==> run_1/placement_by_type.png <==
Drawn at 3 px/um.
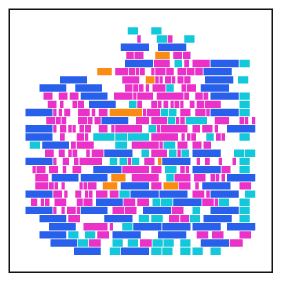
==> run_1/placement.png <==
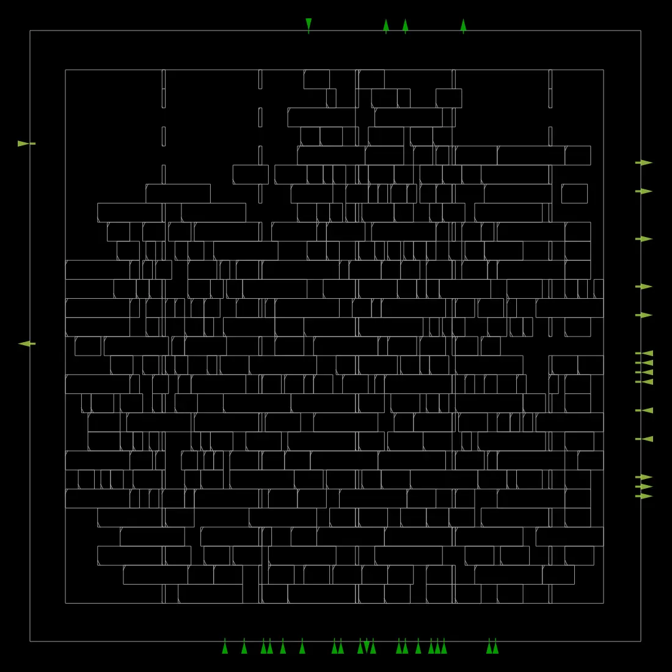
==> run_1/clk_routes.png <==
Drawn at 3 px/um.
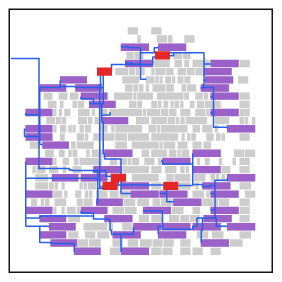
`config.mk`:
```
export PLATFORM = sky130hd
export DESIGN_NAME = seg_display_controller_flat
export DESIGN_NICKNAME = d
export VERILOG_FILES = /design/src/rtl/seg_display_if.sv /design/src/rtl/seg_display_controller.sv /design/src/flat_wrapper.sv
export SDC_FILE = /design/constraint.sdc
export NUM_CORES = 1
export LEC_CHECK = 0
export CAP_MARGIN = 20
export CORE_MARGIN = 5
export CORE_UTILIZATION = 49
export CTS_CLUSTER_DIAMETER = 80
export CTS_CLUSTER_SIZE = 30
export DETAILED_ROUTE_END_ITERATION = 8
export PLACE_DENSITY = 0.75
export SETUP_SLACK_MARGIN = 0.05
export SYNTH_ARGS = -nofsm -noshare
export SYNTH_HDL_FRONTEND = slang
export SYNTH_SLANG_ARGS = --single-unit
```
`constraint.sdc`:
```
create_clock -name clk -period 2.3 [get_ports clk]
set_input_delay 0.46 -clock clk [delete_from_list [all_inputs] [get_ports clk]]
set_output_delay 0.46 -clock clk [all_outputs]
set_load 0.01 [all_outputs]
```
`src/rtl/seg_display_if.sv`:
```
// Character word and decimal-point requests going in, multiplexed
// segment, anode and frame-marker signals coming out.
interface seg_display_if;
   logic [19:0] seg_data;
   logic [3:0]  dp_in;
   logic [6:0]  seg;
   logic        dp;
   logic [3:0]  an;
   logic        frame_tick;

   modport master (output seg_data, dp_in, input seg, dp, an, frame_tick);
   modport slave  (input seg_data, dp_in, output seg, dp, an, frame_tick);
endinterface

```
`src/rtl/seg_display_controller.sv`:
```
// 4-digit common-anode 7-segment scanner. It latches the character word once
// per frame, decodes it and blanks the anodes for a guard time at the start
// of each digit slot.
module seg_display_controller #(
   parameter int REFRESH_DIV = 100_000,
   parameter int GUARD       = 1_000
) (
   input logic          clk,
   input logic          reset,
   seg_display_if.slave bus
);
   localparam int CW = $clog2(REFRESH_DIV);

   logic [CW-1:0] cnt;
   logic [1:0]    dig;
   logic [19:0]   shadow;
   logic [3:0]    dp_sh;
   logic [6:0]    seg_q;
   logic          dp_q;
   logic [3:0]    an_q;
   logic          frame_tick_q;

   logic          slot_end;
   logic          frame_start;
   logic          in_guard;
   logic [4:0]    code;
   logic [6:0]    seg_dec;
   logic [6:0]    seg_nxt;
   logic          dp_nxt;
   logic [3:0]    an_nxt;

   assign slot_end    = (cnt == CW'(REFRESH_DIV - 1));
   assign frame_start = (cnt == '0) && (dig == 2'd0);

   // A zero guard would turn the compare into an always-false unsigned test.
   generate
      if (GUARD == 0) begin : g_no_guard
         assign in_guard = 1'b0;
      end else begin : g_guard
         assign in_guard = (cnt < CW'(GUARD));
      end
   endgenerate

   always_comb begin
      code = shadow[4:0];
      case (dig)
         2'd0: code = shadow[4:0];
         2'd1: code = shadow[9:5];
         2'd2: code = shadow[14:10];
         2'd3: code = shadow[19:15];
         default: code = shadow[4:0];
      endcase
   end

   // Patterns are {g,f,e,d,c,b,a}, active-low.
   always_comb begin
      seg_dec = 7'h7F;
      case (code)
         5'd0:  seg_dec = 7'h40;
         5'd1:  seg_dec = 7'h79;
         5'd2:  seg_dec = 7'h24;
         5'd3:  seg_dec = 7'h30;
         5'd4:  seg_dec = 7'h19;
         5'd5:  seg_dec = 7'h12;
         5'd6:  seg_dec = 7'h02;
         5'd7:  seg_dec = 7'h78;
         5'd8:  seg_dec = 7'h00;
         5'd9:  seg_dec = 7'h10;
         5'd10: seg_dec = 7'h3F;
         5'd11: seg_dec = 7'h06;
         5'd12: seg_dec = 7'h2F;
         5'd13: seg_dec = 7'h47;
         5'd14: seg_dec = 7'h0C;
         5'd15: seg_dec = 7'h2B;
         5'd16: seg_dec = 7'h41;
         5'd17: seg_dec = 7'h23;
         5'd18: seg_dec = 7'h03;
         5'd19: seg_dec = 7'h21;
         5'd20: seg_dec = 7'h09;
         5'd21: seg_dec = 7'h07;
         default: seg_dec = 7'h7F;
      endcase
   end

   always_comb begin
      an_nxt  = 4'b1111;
      seg_nxt = 7'h7F;
      dp_nxt  = 1'b1;
      if (!in_guard) begin
         an_nxt  = ~(4'b0001 << dig);
         seg_nxt = seg_dec;
         dp_nxt  = ~dp_sh[dig];
      end
   end

   always_ff @(posedge clk or posedge reset) begin
      if (reset) begin
         cnt          <= '0;
         dig          <= 2'd0;
         shadow       <= {4{5'd31}};
         dp_sh        <= 4'b0000;
         seg_q        <= 7'h7F;
         dp_q         <= 1'b1;
         an_q         <= 4'b1111;
         frame_tick_q <= 1'b0;
      end else begin
         if (frame_start) begin
            shadow <= bus.seg_data;
            dp_sh  <= bus.dp_in;
         end
         frame_tick_q <= frame_start;
         if (slot_end) begin
            cnt <= '0;
            dig <= dig + 2'd1;
         end else begin
            cnt <= cnt + CW'(1);
         end
         seg_q <= seg_nxt;
         dp_q  <= dp_nxt;
         an_q  <= an_nxt;
      end
   end

   assign bus.seg        = seg_q;
   assign bus.dp         = dp_q;
   assign bus.an         = an_q;
   assign bus.frame_tick = frame_tick_q;
endmodule
```
`src/flat_wrapper.sv`:
```
// flat-port wrapper written by rule: the top's interface ports become plain ports
module seg_display_controller_flat 
#(
   parameter int REFRESH_DIV = 100_000,
   parameter int GUARD       = 1_000
)
  (clk, reset, bus_seg_data, bus_dp_in, bus_seg, bus_dp, bus_an, bus_frame_tick);
  seg_display_if bus_i ();
  input logic clk;
  input logic reset;
  input wire logic [$bits(bus_i.seg_data)-1:0] bus_seg_data;
  input wire logic [$bits(bus_i.dp_in)-1:0] bus_dp_in;
  output wire logic [$bits(bus_i.seg)-1:0] bus_seg;
  output wire logic [$bits(bus_i.dp)-1:0] bus_dp;
  output wire logic [$bits(bus_i.an)-1:0] bus_an;
  output wire logic [$bits(bus_i.frame_tick)-1:0] bus_frame_tick;
  assign bus_i.seg_data = bus_seg_data;
  assign bus_i.dp_in = bus_dp_in;
  assign bus_seg = bus_i.seg;
  assign bus_dp = bus_i.dp;
  assign bus_an = bus_i.an;
  assign bus_frame_tick = bus_i.frame_tick;
  seg_display_controller #(.REFRESH_DIV(REFRESH_DIV), .GUARD(GUARD)) u_core (.clk(clk), .reset(reset), .bus(bus_i));
endmodule
```
==> impl_metrics.csv, run 1 <==
group,metric,value,unit
status,status,"completed",
synth,simple_gate_share,0.1294,
grt,grt_first_pass_wirelength,11.16,mm
floorplanning,die-area,7604,um2
worst_hold_path,worstHoldPathCells,1,
cts,h-tree-depth,2,
cts,cts_resized,3,
worst_setup_path,crit_buf_inv,2,
worst_hold_path,hold_end,"u_core.cnt[8]",
worst_setup_path,endpoint,"u_core.bus.seg[3]",
synth,synth_flops,56,
grt,gr-usage-all-layers,0.1870,
placement,io_buffer_count,38,
grt,antenna_found_initial,0,
floorplanning,fp.dieW,87.20,um
cts,post_cts_buffers,7,
detailed_routing,via_per_inst,5.581,
final_timing,slew_headroom,0.6130,
placement,gp_congestion,0.8444,
worst_setup_path,cp_slowest_stage_delay,460,ps
finish,antenna_cells,0,
synth,async_flop_share,1.000,
power_and_ir_drop,peakVddDrop,0.3028,mV
synth,syn_area,2920,um2
final_timing,hold_viol,0,
synth,ys_types,49,
worst_hold_path,worst_hold_startpoint,"u_core.cnt[8]",
cts,cts.reportedPaths.clkPinSlew,100,ps
power_and_ir_drop,leakage,1.555,nW
final_timing,hold_ws,498.1,ps
power_and_ir_drop,power_density,489.4,nW/um2
synth,ys_cells,262,
placement,pre_cts_ws,5.667,ps
worst_setup_path,cp-startpoint,"u_core.dig[0]",
synth,synth.area.mux_share,0.1118,
detailed_routing,num_vias,2227,
flow_run,cap_violations,0,
finish,syn_to_final_growth,31.71,%
synth,top_logic_kind,"simple AND/OR/NAND/NOR gates",
worst_hold_path,holdCritPathClass,"reg -> reg",
worst_setup_path,r2r_cells,9,
worst_setup_path,worstPathArrival,2440,ps
detailed_routing,ant_nets,0,
worst_setup_path,r2r-end,"u_core.bus.seg[3]",
final_timing,fin_ws,78.61,ps
detailed_routing,wl_per_cell,17.10,um
synth,synthTopCellsByArea,"dfstp_2, dfrtp_1, mux2_2",
detailed_routing,routed_wl,6.824,mm
synth,ys.flop_type,"dfstp_2",
final_timing,fmax,450.2,MHz
worst_setup_path,worstPathMaxFanout,3,
synth,ys_sh_xor,0.04799,
worst_setup_path,crit_chain,"buf_6 -> ha_4 -> a222oi_1 -> mux2_4 -> buf_4 -> ha_2 -> a21oi_1 -> o21a_1 -> o31ai_1",
cts,numCtsBuffers,5,
synth,yosys_area,2920,um2
finish,nets,363,
synth,edf_count,0,
final_timing,min_period,2221,ps
worst_setup_path,r2r_start,"u_core.dig[0]",
worst_setup_path,startpoint_type,"flop",
worst_setup_path,crit_cells,9,
detailed_routing,drc,0,
cts,clock_path_buffers,2,
floorplanning,die_y,87.20,um
finish,final_cell_mix,"clkdlybuf4s50_1, dfstp_2, nand2_1, dfrtp_1, nor2_1",
cts,cts_tree,"built",
floorplanning,initial_core_util,0.4991,
finish,final_layout_size_suffix_gt1_frac,0.3611,
flow_run,warnings,38,
finish,postLayoutCoreUtil,0.6574,
final_timing,tightestPinTransition,569.2,ps
-- placement_by_type.png (at the start) --
class	colour	cells
combinational and other logic	magenta	196
other buffers and delay cells	cyan	64
clock drivers and dummy loads	orange	8
flops	blue	56

-- placement.png (at the start) --
Placeable Area: 5851 um2
fin cells: 399
# Taps: 75
fillers: 429
Seq Cell Count: 56

-- clk_routes.png (at the start) --
[clock drivers] red | count: 5
[clock wires] blue | length: 648 um
[flip-flops] purple | count: 56
routed clock nets	6
Clk. pwr: 0.652 mW
clk_lat worst skew: 310 ps
Clock Skew: 7.813 ps
Clock Power Share: 0.346

-- run 1: through the flow --
step                cell area (um2)  cells  power [mW]  setup TNS [ps]
floorplan                      2943    262       1.139               0
global placement               3476    379       1.213               0
detailed placement             3476    379       1.218               0
CTS                            3659    394       1.876               0
global route                   3846    399       1.953          -6.664
finish                         3846    399       1.882               0
-- run 1: area by class of cell --
class | instances | area (um2)
repair buffers | 64 | 635.6
flip-flops and latches | 56 | 1444
well taps | 75 | 93.84
clock buffers | 6 | 72.57
multi-input cells | 182 | 1509
inverters | 14 | 52.55
clock inverters | 2 | 38.79
fillers | 429 | 2004
-- run 1: power breakdown --
group / internal, mW / switching (mW) / total (mW)
combinational: 0.102 / 0.0926 / 0.195
clock: 0.330 / 0.322 / 0.652
sequential: 1.02 / 0.0143 / 1.04
-- run 1: layer usage --
layer | up-vias | global-route usage | wire (um)
met5 | - | 0 | 0
met4 | 0 | 0.05160 | 87
met2 | 52 | 0.3147 | 3450
met1 | 1119 | 0.2485 | 2982
met3 | 6 | 0.03311 | 304
li1 | 1050 | - | -
-- run 1: synth_stat cells, drive strengths merged (2+ instances only) --
cell     count
dfstp       32
o211ai       3
ha          14
nor3         6
a21o         2
nor4         3
nand3        8
and3         3
xnor2        7
a22oi        2
nor2        19
a22o         3
nand4        5
a21oi        7
xor2         9
o31ai        2
mux2        24
o2111ai      3
buf          9
o21ai       12
nand2       27
a222oi       4
dfrtp       24
mux2i        3
inv         14
-- run 1: flip-flops by register name, summed over array words and instances, names as in the netlist --
signal	flops
u_core.shadow	20
u_core.cnt	17
u_core.bus.seg	7
u_core.bus.an	4
u_core.dp_sh	4
u_core.dig	2
u_core.bus.dp	1
u_core.bus.frame_tick	1
==> run_1/io_fan.png <==
Drawn at 6 px/um.
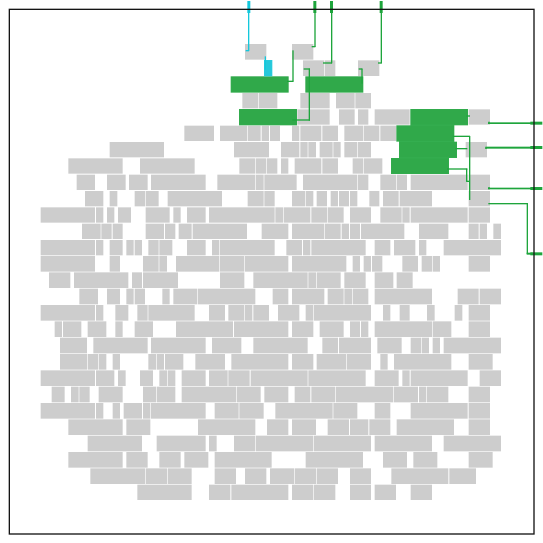

==> run 2, diff against run 1 <==
--- a/config.mk
+++ b/config.mk
@@ -6,6 +6,7 @@
 export NUM_CORES = 1
 export LEC_CHECK = 0
 export CAP_MARGIN = 20
+export CORE_ASPECT_RATIO = 1.4
 export CORE_MARGIN = 5
 export CORE_UTILIZATION = 49
 export CTS_CLUSTER_DIAMETER = 80
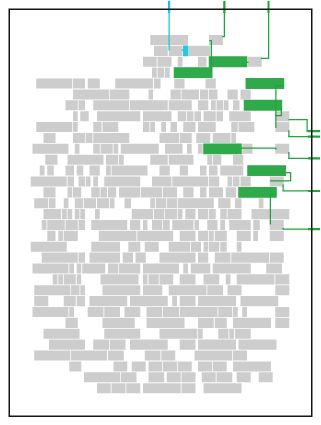
(run_2/io_fan.png)
Drawn at 4 px/um.
port	colour	bits	direction	end cells	buffers	wire
bus_seg	green	7	output	7	7	108 um
reset	cyan	1	input	1	1	10.2 um

==> run 2 against run 1 <==
- register-to-register slack got worse by 40 ps
- clock-buffer cell count did not move
- clock skew fell by 0.96 ps
- synthesized area did not move
- power barely moved
- utilization fell by 0.62 points
- routed wire length fell by 6.5%
- first-iteration DRC count fell by 38%
- critical endpoint is now u_core.bus.seg[2]
- largest power group unchanged
- highest routed layer unchanged
==> impl_metrics.csv, run 2 <==
group,metric,value,unit
status,status,"completed",
detailed_routing,route.met3.wl,178,um
grt,gr-usage-met1,0.1975,
finish,nets,362,
final_timing,setup_tns,0,ps
detailed_routing,met1_length,2.423,mm
floorplanning,die-area,7626,um2
grt,top_usage_layer,"met2",
grt,use_met3,0.02681,
detailed_routing,wl_per_cell,16.23,um
power_and_ir_drop,leakage,1.540,nW
cts,cts_tree,"built",
detailed_routing,via_per_inst,5.575,
synth,yosys_area,2920,um2
grt,grt_util_met2,0.3275,
final_timing,hold_viol,0,
final_timing,min_period,2260,ps
detailed_routing,routed_wl,6.378,mm
worst_setup_path,crit_chain,"inv_2 -> ha_4 -> a222oi_1 -> mux2_4 -> buf_4 -> ha_4 -> inv_1 -> a211o_4 -> a21o_1 -> o311ai_2",
detailed_routing,wl_met2,3.650,mm
detailed_routing,routed.top_layer,"met4",
power_and_ir_drop,power_density,496.2,nW/um2
cts,clkLatencyLatePin,310,ps
cts,numCtsBuffers,5,
worst_setup_path,crit_buf_inv,3,
final_timing,tightestPinTransition,526.4,ps
detailed_routing,num_vias,2191,
cts,post_cts_buffers,1,
synth,synthTopCellsByArea,"dfstp_2, dfrtp_1, mux2_2",
worst_setup_path,cp_slowest_stage_delay,440,ps
finish,largest_register_ffs,20,
floorplanning,initial_core_util,0.5016,
floorplanning,fp.dieW,75.25,um
synth,synth_flops,56,
power_and_ir_drop,comb_cell_power,0.194,mW
finish,final_layout_size_suffix_gt1_frac,0.3560,
flow_run,cap_violations,0,
synth,edf_count,0,
power_and_ir_drop,top_power_group,"sequential cells",
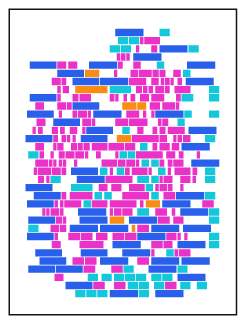
(run_2/placement_by_type.png)
Drawn at 3 px/um.
class	colour	cells
flops	blue	56
clock drivers and dummy loads	orange	8
other buffers and delay cells	cyan	63
combinational and other logic	magenta	196
Placeable Area: 5822 um2
Seq area share: 0.3809
post-route cell area: 3791 um2
num rows: 33

run 2: netlist changes by cell type in the layout (fill, tap and decap cells not counted), moves of 2 or more:
cell   previous run  this run
buf_4            17        20
buf_6             6         3
ha_2              1         3
ha_4              7         5
run 2: worst paths after layout:
path,start,to,slack [ps],cells after the start
max in group asynchronous,reset,u_core.shadow[14],1220,3
min,u_core.dp_sh[0],u_core.dp_sh[0],500,1
min in group asynchronous,reset,u_core.shadow[1],780,2
max,u_core.dig[0],u_core.bus.seg[2],40,10
min reg2reg,u_core.dp_sh[0],u_core.dp_sh[0],500,1
max reg2reg,u_core.dig[0],u_core.bus.seg[2],40,10
run 2: through the flow:
step | std cells | setup WS [ps] | cell area, um2 | util | total power, mW
global placement | 380 | 17.54 | 3515 | 0.6037 | 1.220
detailed placement | 380 | -51.06 | 3515 | 0.6037 | 1.225
global route | 393 | -167.5 | 3791 | 0.6512 | 1.969
finish | 393 | 39.74 | 3791 | 0.6512 | 1.881
floorplan | 262 | 55.52 | 2943 | - | 1.139
CTS | 389 | 54.95 | 3654 | 0.6276 | 1.884
run 2: kinds of logic (layout without fill, tap and decap cells):
| family | Yosys count | in the layout | synth area share |
|---|---|---|---|
| buffers and inverters | 24 | 85 | 0.04370 |
| DFF | 56 | 56 | 0.4936 |
| adders and majority gates | 14 | 14 | 0.05998 |
| and+or+nand+nor | 77 | 77 | 0.1294 |
| muxes | 28 | 28 | 0.1118 |
| xor gates and xnor gates | 16 | 16 | 0.04799 |
| AOI/OAI and AO/OA | 47 | 47 | 0.1135 |
run 2: layout make-up:
class                      instances  area, um2
sequential                        56       1444
tap                               70      87.58
timing repair buffer              63      604.3
clock buffer                       6      72.57
inverter                          14      52.55
clock inverter                     2      38.79
multi-input combinational        182       1491
fill                             473       2031
Power figures rest on the tool's default switching activity, not on a simulated workload.
